File: src/rtl/pong_scoreboard_if.sv
// Signal bundle between GameLogic and the scoreboard: goal/match pulses in,
// BCD scores, match status and HEX segment drives out.
interface pong_scoreboard_if;
  logic       goal_left;
  logic       goal_right;
  logic       new_match;
  logic [7:0] score_left;
  logic [7:0] score_right;
  logic       match_over;
  logic       winner;
  logic [6:0] HEX0, HEX1, HEX2, HEX3, HEX4, HEX5, HEX6, HEX7;

  modport master (
    output goal_left, goal_right, new_match,
    input  score_left, score_right, match_over, winner,
    input  HEX0, HEX1, HEX2, HEX3, HEX4, HEX5, HEX6, HEX7
  );

  modport slave (
    input  goal_left, goal_right, new_match,
    output score_left, score_right, match_over, winner,
    output HEX0, HEX1, HEX2, HEX3, HEX4, HEX5, HEX6, HEX7
  );
endinterface

File: src/rtl/pong_scoreboard.sv
// BCD score keeper with end-of-match detection and blinking 7-segment display.
// Define SCOREBOARD_DEUCE_EN to require a two-point lead to win.
module pong_scoreboard #(
  parameter int unsigned WIN_SCORE = 11,
  parameter int unsigned BLINK_DIV = 12_500_000
) (
  input logic              CLOCK2_50,
  input logic              rst,
  pong_scoreboard_if.slave sb
);

`ifdef SCOREBOARD_DEUCE_EN
  localparam bit DeuceEn = 1'b1;
`else
  localparam bit DeuceEn = 1'b0;
`endif
  localparam int unsigned CntW = (BLINK_DIV > 2) ? $clog2(BLINK_DIV) : 1;
  localparam logic [CntW-1:0] CntMax = CntW'(BLINK_DIV - 1);

  typedef enum logic [0:0] {StPlay, StOver} state_e;

  state_e          state_q, state_d;
  logic [7:0]      left_q, left_d, right_q, right_d;
  logic            winner_q, winner_d;
  logic [CntW-1:0] blink_cnt_q, blink_cnt_d;
  logic            hidden_q, hidden_d;
  logic [7:0][6:0] hex_q, hex_d;
  logic [7:0]      left_inc, right_inc;
  logic            hide_left, hide_right;

  function automatic logic [7:0] bcd_inc(input logic [7:0] v);
    if (v == 8'h99) return v;
    if (v[3:0] == 4'd9) return {v[7:4] + 4'd1, 4'd0};
    return {v[7:4], v[3:0] + 4'd1};
  endfunction

  function automatic int unsigned bcd_val(input logic [7:0] v);
    return 32'(v[7:4]) * 10 + 32'(v[3:0]);
  endfunction

  // s is the scorer's post-increment score, o the opponent's.
  function automatic logic wins(input logic [7:0] s, input logic [7:0] o);
    logic reached, lead;
    reached = bcd_val(s) >= WIN_SCORE;
    lead    = bcd_val(s) >= bcd_val(o) + 2;
    return (DeuceEn && s == 8'h99) || (reached && (!DeuceEn || lead));
  endfunction

  function automatic logic [6:0] seg7(input logic [3:0] d);
    unique case (d)
      4'd0:    return 7'b1000000;
      4'd1:    return 7'b1111001;
      4'd2:    return 7'b0100100;
      4'd3:    return 7'b0110000;
      4'd4:    return 7'b0011001;
      4'd5:    return 7'b0010010;
      4'd6:    return 7'b0000010;
      4'd7:    return 7'b1111000;
      4'd8:    return 7'b0000000;
      4'd9:    return 7'b0010000;
      default: return 7'b1111111;
    endcase
  endfunction

  always_comb begin
    state_d   = state_q;
    left_d    = left_q;
    right_d   = right_q;
    winner_d  = winner_q;
    left_inc  = bcd_inc(left_q);
    right_inc = bcd_inc(right_q);
    if (sb.new_match) begin
      state_d  = StPlay;
      left_d   = 8'h00;
      right_d  = 8'h00;
      winner_d = 1'b0;
    end else if (state_q == StPlay && (sb.goal_left ^ sb.goal_right)) begin
      if (sb.goal_left) begin
        left_d = left_inc;
        if (wins(left_inc, right_q)) begin
          state_d  = StOver;
          winner_d = 1'b0;
        end
      end else begin
        right_d = right_inc;
        if (wins(right_inc, left_q)) begin
          state_d  = StOver;
          winner_d = 1'b1;
        end
      end
    end
  end

  always_comb begin
    blink_cnt_d = blink_cnt_q + CntW'(1);
    hidden_d    = hidden_q;
    if (sb.new_match) begin
      blink_cnt_d = '0;
      hidden_d    = 1'b0;
    end else if (blink_cnt_q == CntMax) begin
      blink_cnt_d = '0;
      hidden_d    = ~hidden_q;
    end
  end

  // Display is built from the registered scores, hence one extra cycle of latency.
  always_comb begin
    hex_d      = '1;
    hide_left  = (state_q == StOver) && hidden_q && !winner_q;
    hide_right = (state_q == StOver) && hidden_q && winner_q;
    if (!hide_left) begin
      hex_d[7] = (left_q[7:4] == 4'd0) ? 7'b1111111 : seg7(left_q[7:4]);
      hex_d[6] = seg7(left_q[3:0]);
    end
    if (!hide_right) begin
      hex_d[1] = (right_q[7:4] == 4'd0) ? 7'b1111111 : seg7(right_q[7:4]);
      hex_d[0] = seg7(right_q[3:0]);
    end
  end

  always_ff @(posedge CLOCK2_50) begin
    if (rst) begin
      state_q     <= StPlay;
      left_q      <= 8'h00;
      right_q     <= 8'h00;
      winner_q    <= 1'b0;
      blink_cnt_q <= '0;
      hidden_q    <= 1'b0;
      hex_q       <= '1;
    end else begin
      state_q     <= state_d;
      left_q      <= left_d;
      right_q     <= right_d;
      winner_q    <= winner_d;
      blink_cnt_q <= blink_cnt_d;
      hidden_q    <= hidden_d;
      hex_q       <= hex_d;
    end
  end

  assign sb.score_left  = left_q;
  assign sb.score_right = right_q;
  assign sb.match_over  = (state_q == StOver);
  assign sb.winner      = winner_q;
  assign sb.HEX0        = hex_q[0];
  assign sb.HEX1        = hex_q[1];
  assign sb.HEX2        = hex_q[2];
  assign sb.HEX3        = hex_q[3];
  assign sb.HEX4        = hex_q[4];
  assign sb.HEX5        = hex_q[5];
  assign sb.HEX6        = hex_q[6];
  assign sb.HEX7        = hex_q[7];

endmodule

File: src/flat_wrapper.sv
// flat-port wrapper written by rule: the top's interface ports become plain ports
module pong_scoreboard_flat 
#(
  parameter int unsigned WIN_SCORE = 11,
  parameter int unsigned BLINK_DIV = 12_500_000
)
  (CLOCK2_50, rst, sb_goal_left, sb_goal_right, sb_new_match, sb_score_left, sb_score_right, sb_match_over, sb_winner, sb_HEX0, sb_HEX1, sb_HEX2, sb_HEX3, sb_HEX4, sb_HEX5, sb_HEX6, sb_HEX7);
  pong_scoreboard_if sb_i ();
  input logic CLOCK2_50;
  input logic rst;
  input wire logic [$bits(sb_i.goal_left)-1:0] sb_goal_left;
  input wire logic [$bits(sb_i.goal_right)-1:0] sb_goal_right;
  input wire logic [$bits(sb_i.new_match)-1:0] sb_new_match;
  output wire logic [$bits(sb_i.score_left)-1:0] sb_score_left;
  output wire logic [$bits(sb_i.score_right)-1:0] sb_score_right;
  output wire logic [$bits(sb_i.match_over)-1:0] sb_match_over;
  output wire logic [$bits(sb_i.winner)-1:0] sb_winner;
  output wire logic [$bits(sb_i.HEX0)-1:0] sb_HEX0;
  output wire logic [$bits(sb_i.HEX1)-1:0] sb_HEX1;
  output wire logic [$bits(sb_i.HEX2)-1:0] sb_HEX2;
  output wire logic [$bits(sb_i.HEX3)-1:0] sb_HEX3;
  output wire logic [$bits(sb_i.HEX4)-1:0] sb_HEX4;
  output wire logic [$bits(sb_i.HEX5)-1:0] sb_HEX5;
  output wire logic [$bits(sb_i.HEX6)-1:0] sb_HEX6;
  output wire logic [$bits(sb_i.HEX7)-1:0] sb_HEX7;
  assign sb_i.goal_left = sb_goal_left;
  assign sb_i.goal_right = sb_goal_right;
  assign sb_i.new_match = sb_new_match;
  assign sb_score_left = sb_i.score_left;
  assign sb_score_right = sb_i.score_right;
  assign sb_match_over = sb_i.match_over;
  assign sb_winner = sb_i.winner;
  assign sb_HEX0 = sb_i.HEX0;
  assign sb_HEX1 = sb_i.HEX1;
  assign sb_HEX2 = sb_i.HEX2;
  assign sb_HEX3 = sb_i.HEX3;
  assign sb_HEX4 = sb_i.HEX4;
  assign sb_HEX5 = sb_i.HEX5;
  assign sb_HEX6 = sb_i.HEX6;
  assign sb_HEX7 = sb_i.HEX7;
  pong_scoreboard #(.WIN_SCORE(WIN_SCORE), .BLINK_DIV(BLINK_DIV)) u_core (.CLOCK2_50(CLOCK2_50), .rst(rst), .sb(sb_i));
endmodule
File: config.mk
export PLATFORM = sky130hd
export DESIGN_NAME = pong_scoreboard_flat
export DESIGN_NICKNAME = d
export VERILOG_FILES = /design/src/rtl/pong_scoreboard_if.sv /design/src/rtl/pong_scoreboard.sv /design/src/flat_wrapper.sv
export SDC_FILE = /design/constraint.sdc
export NUM_CORES = 1
export LEC_CHECK = 0
export CAP_MARGIN = 0
export CORE_MARGIN = 8
export CORE_UTILIZATION = 30
export DETAILED_ROUTE_END_ITERATION = 8
export HOLD_SLACK_MARGIN = 0.1
export PLACE_DENSITY = 0.54
export SKIP_LAST_GASP = 1
export SYNTH_ARGS = -nofsm -noshare
export SYNTH_HDL_FRONTEND = slang
export SYNTH_SLANG_ARGS = --single-unit
File: constraint.sdc
create_clock -name CLOCK2_50 -period 3.2 [get_ports CLOCK2_50]
set_clock_uncertainty 0.15 [all_clocks]
set_input_delay 0.64 -clock CLOCK2_50 [delete_from_list [all_inputs] [get_ports CLOCK2_50]]
set_output_delay 0.64 -clock CLOCK2_50 [all_outputs]
set_load 0.1 [all_outputs]
Track usage over the die:
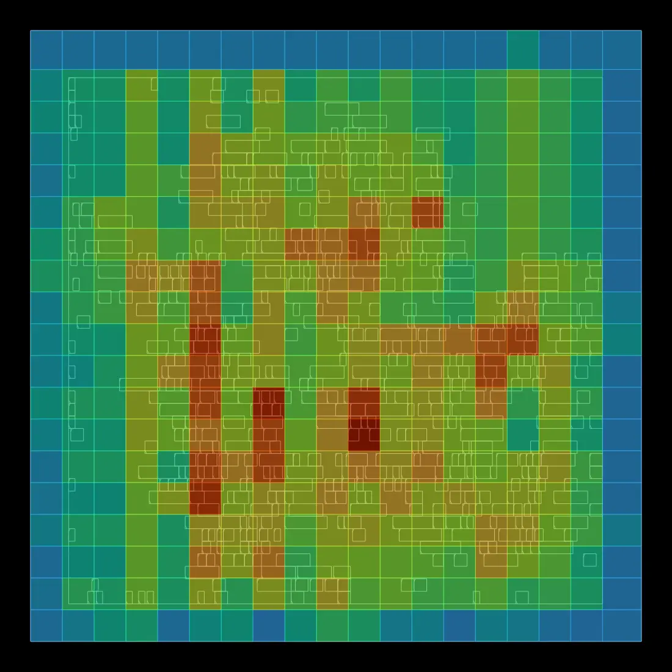
GR Layer Usage met1: 13.8%
Total Routing Usage GR: 11.2%
grt met2 use: 17.5%
layer with the highest usage: met2
wire per inst: 13.0 um

Signal wires on met1:
Bar = 50 um. Supply wires on this layer in gray.
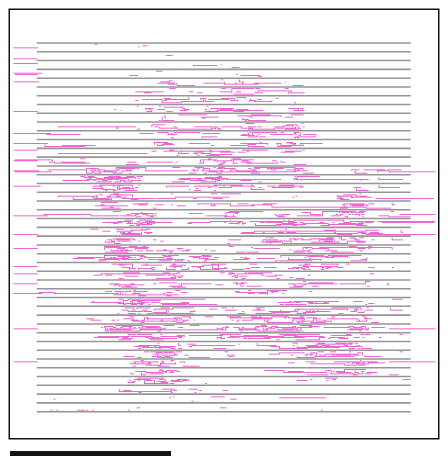
542 nets have wire on it. The longest straight run is 36.3 um. The wires run mostly horizontal. The layer carries 4680 um of wire. The layer holds 49% of the routed length.
Vias: 3387
final WL: 9590 um

A small window of the routed layout:
Bar = 10 um. Region (79, 13) to (119, 53) um. Cells in gray, sequential cells in the stronger gray; small squares are vias.
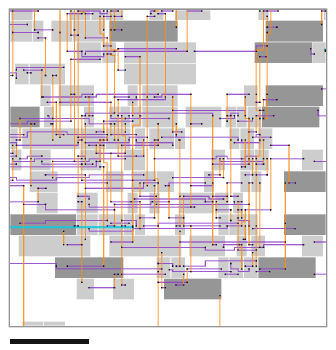
M1: shown in purple. M2: shown in orange. M3: shown in cyan.
Most frequent: nand2_1 (11), buf_4 (10), nor2_1 (9). Sequential cells in the window: 11. Netlist names of flops here include u_core.sb.HEX0 (7), u_core.sb.score_right (3). 89 logic cells have their middle in the window.

==> flow_metrics.tcl <==
# yosys + openroad results
set metrics [dict create \
    cts_hold_buf 0 \
    power.total_uw 2220 \
    pwr_density_cell_nw_per_um2 433 \
    logic_family "simple AND/OR/NAND/NOR gates" \
    drive_above_1_share_pct 24.6 \
    core_um2 13200 \
    grt_max_degree 24 \
    clockRootBuffer "clkbuf_16" \
    ys_sh_simple_pct 20.1 \
    grt_overflow 0 \
    worstSetupStartpoint "u_core.sb.score_right[1]" \
    drt_first_iter_violations 192 \
    fp.dieW_um 133 \
    cp_data_required_time_ns 3.30 \
    synthFlopType "dfxtp_1" \
    fin_ws_ns 0.145 \
    top_cell "dfxtp_1" \
    ys_sh_aoi_pct 14.1 \
    yosys_area_um2 4080 \
    syn_avg_cell_area_um2 8.42 \
    synthAdderAreaFrac_pct 12.7 \
    io_buffers 50 \
    yosysWarnings 0 \
    maxSlewHeadroom_pct 56.5 \
    cp_top_family "adder cells" \
    crit_chain "inv_4 > ha_4 > and3b_2 > buf_4 > a31oi_1 > a31oi_1 > ha_1 > ha_4 > fa_1 > nor2_1 > nand4_1 > o41ai_1 > a31o_1 > a221oi_2" \
    numCtsBuffers 9 \
    hold_start "u_core.blink_cnt_q[0]" \
    seq_area_um2 1460 \
    yosysCellCount 485 \
    worstSetupStartpointType "flop" \
    final_cells 738 \
    netlist.area_leader.share_pct 34.8 \
    place_hpwl_um 7100 \
    arrival_ns 3.15 \
    num_io_pins 79 \
    hp-class "flop to flop" \
    path_buffers 2 \
    clock_path_buffers 2 \
    placed_cells 716 \
    power_leakage_uw 0.00209 \
    syn_area_um2 4080 \
    status "finished clean" \
    initCoreUtil_pct 30.8 \
    drt-pass1-iter-count 4 \
    grt_pass1_wl_um 16300 \
]
[layer usage]
metal	track usage [%]	wire length, um	vias up
met5	0	0	-
met4	4.35	172	0
met3	3.75	397	10
met2	17.5	4340	74
met1	13.8	4680	1559
li1	-	-	1744
[layout make-up]
class | count | area share (%)
clock inverters | 5 | 0.585
clock buffers | 11 | 4.95
flip-flops and latches | 71 | 28.5
repair buffers | 79 | 11.7
inverters | 27 | 2.10
well taps | 176 | 4.29
multi-input cells | 369 | 47.9
[placed cells by master (no fill, tap or decap), types with 14 or more instances in the layout]
master and instances:
o21ai_0 28, buf_4 75, inv_1 23, nor2_1 58
conb_1 28, dfxtp_1 55, nand3_1 14, ha_1 31
nand2_1 38, a21oi_1 41, xnor2_1 18
[power groups by stage]
stage / sequential [uW] / clock, uW / combinational (uW)
final: 904 / 952 / 369
after global routing: 905 / 1030 / 387
after CTS: 904 / 989 / 367
after detailed placement: 923 / 0 / 366
after global placement: 923 / 0 / 367
after floorplan: 1040 / 0 / 225
[registers in the layout (all words and copies together) (netlist names)]
signal and cells:
u_core.sb.HEX0 7, u_core.sb.HEX6 7, u_core.blink_cnt_q 24, u_core.sb.HEX1 7, u_core.sb.winner 1, u_core.sb.score_left 8
u_core.sb.HEX7 7, u_core.sb.score_right 8, u_core.sb.match_over 1, u_core.hidden_q 1
[through the flow]
stage	hold WS, ns	util (%)
3_3_place_gp	0.296	35.8
5_1_grt	0.371	38.8
6_report	0.315	38.8
3_5_place_dp	0.303	35.8
2_1_floorplan	0.276	-
4_1_cts	0.315	37.9
[what timing repair did]
item                                    CTS  global route
endpoints found under the hold margin     0             0
buffers inserted                          0             6
resized                                   0            15
endpoints found under the setup margin    0             2
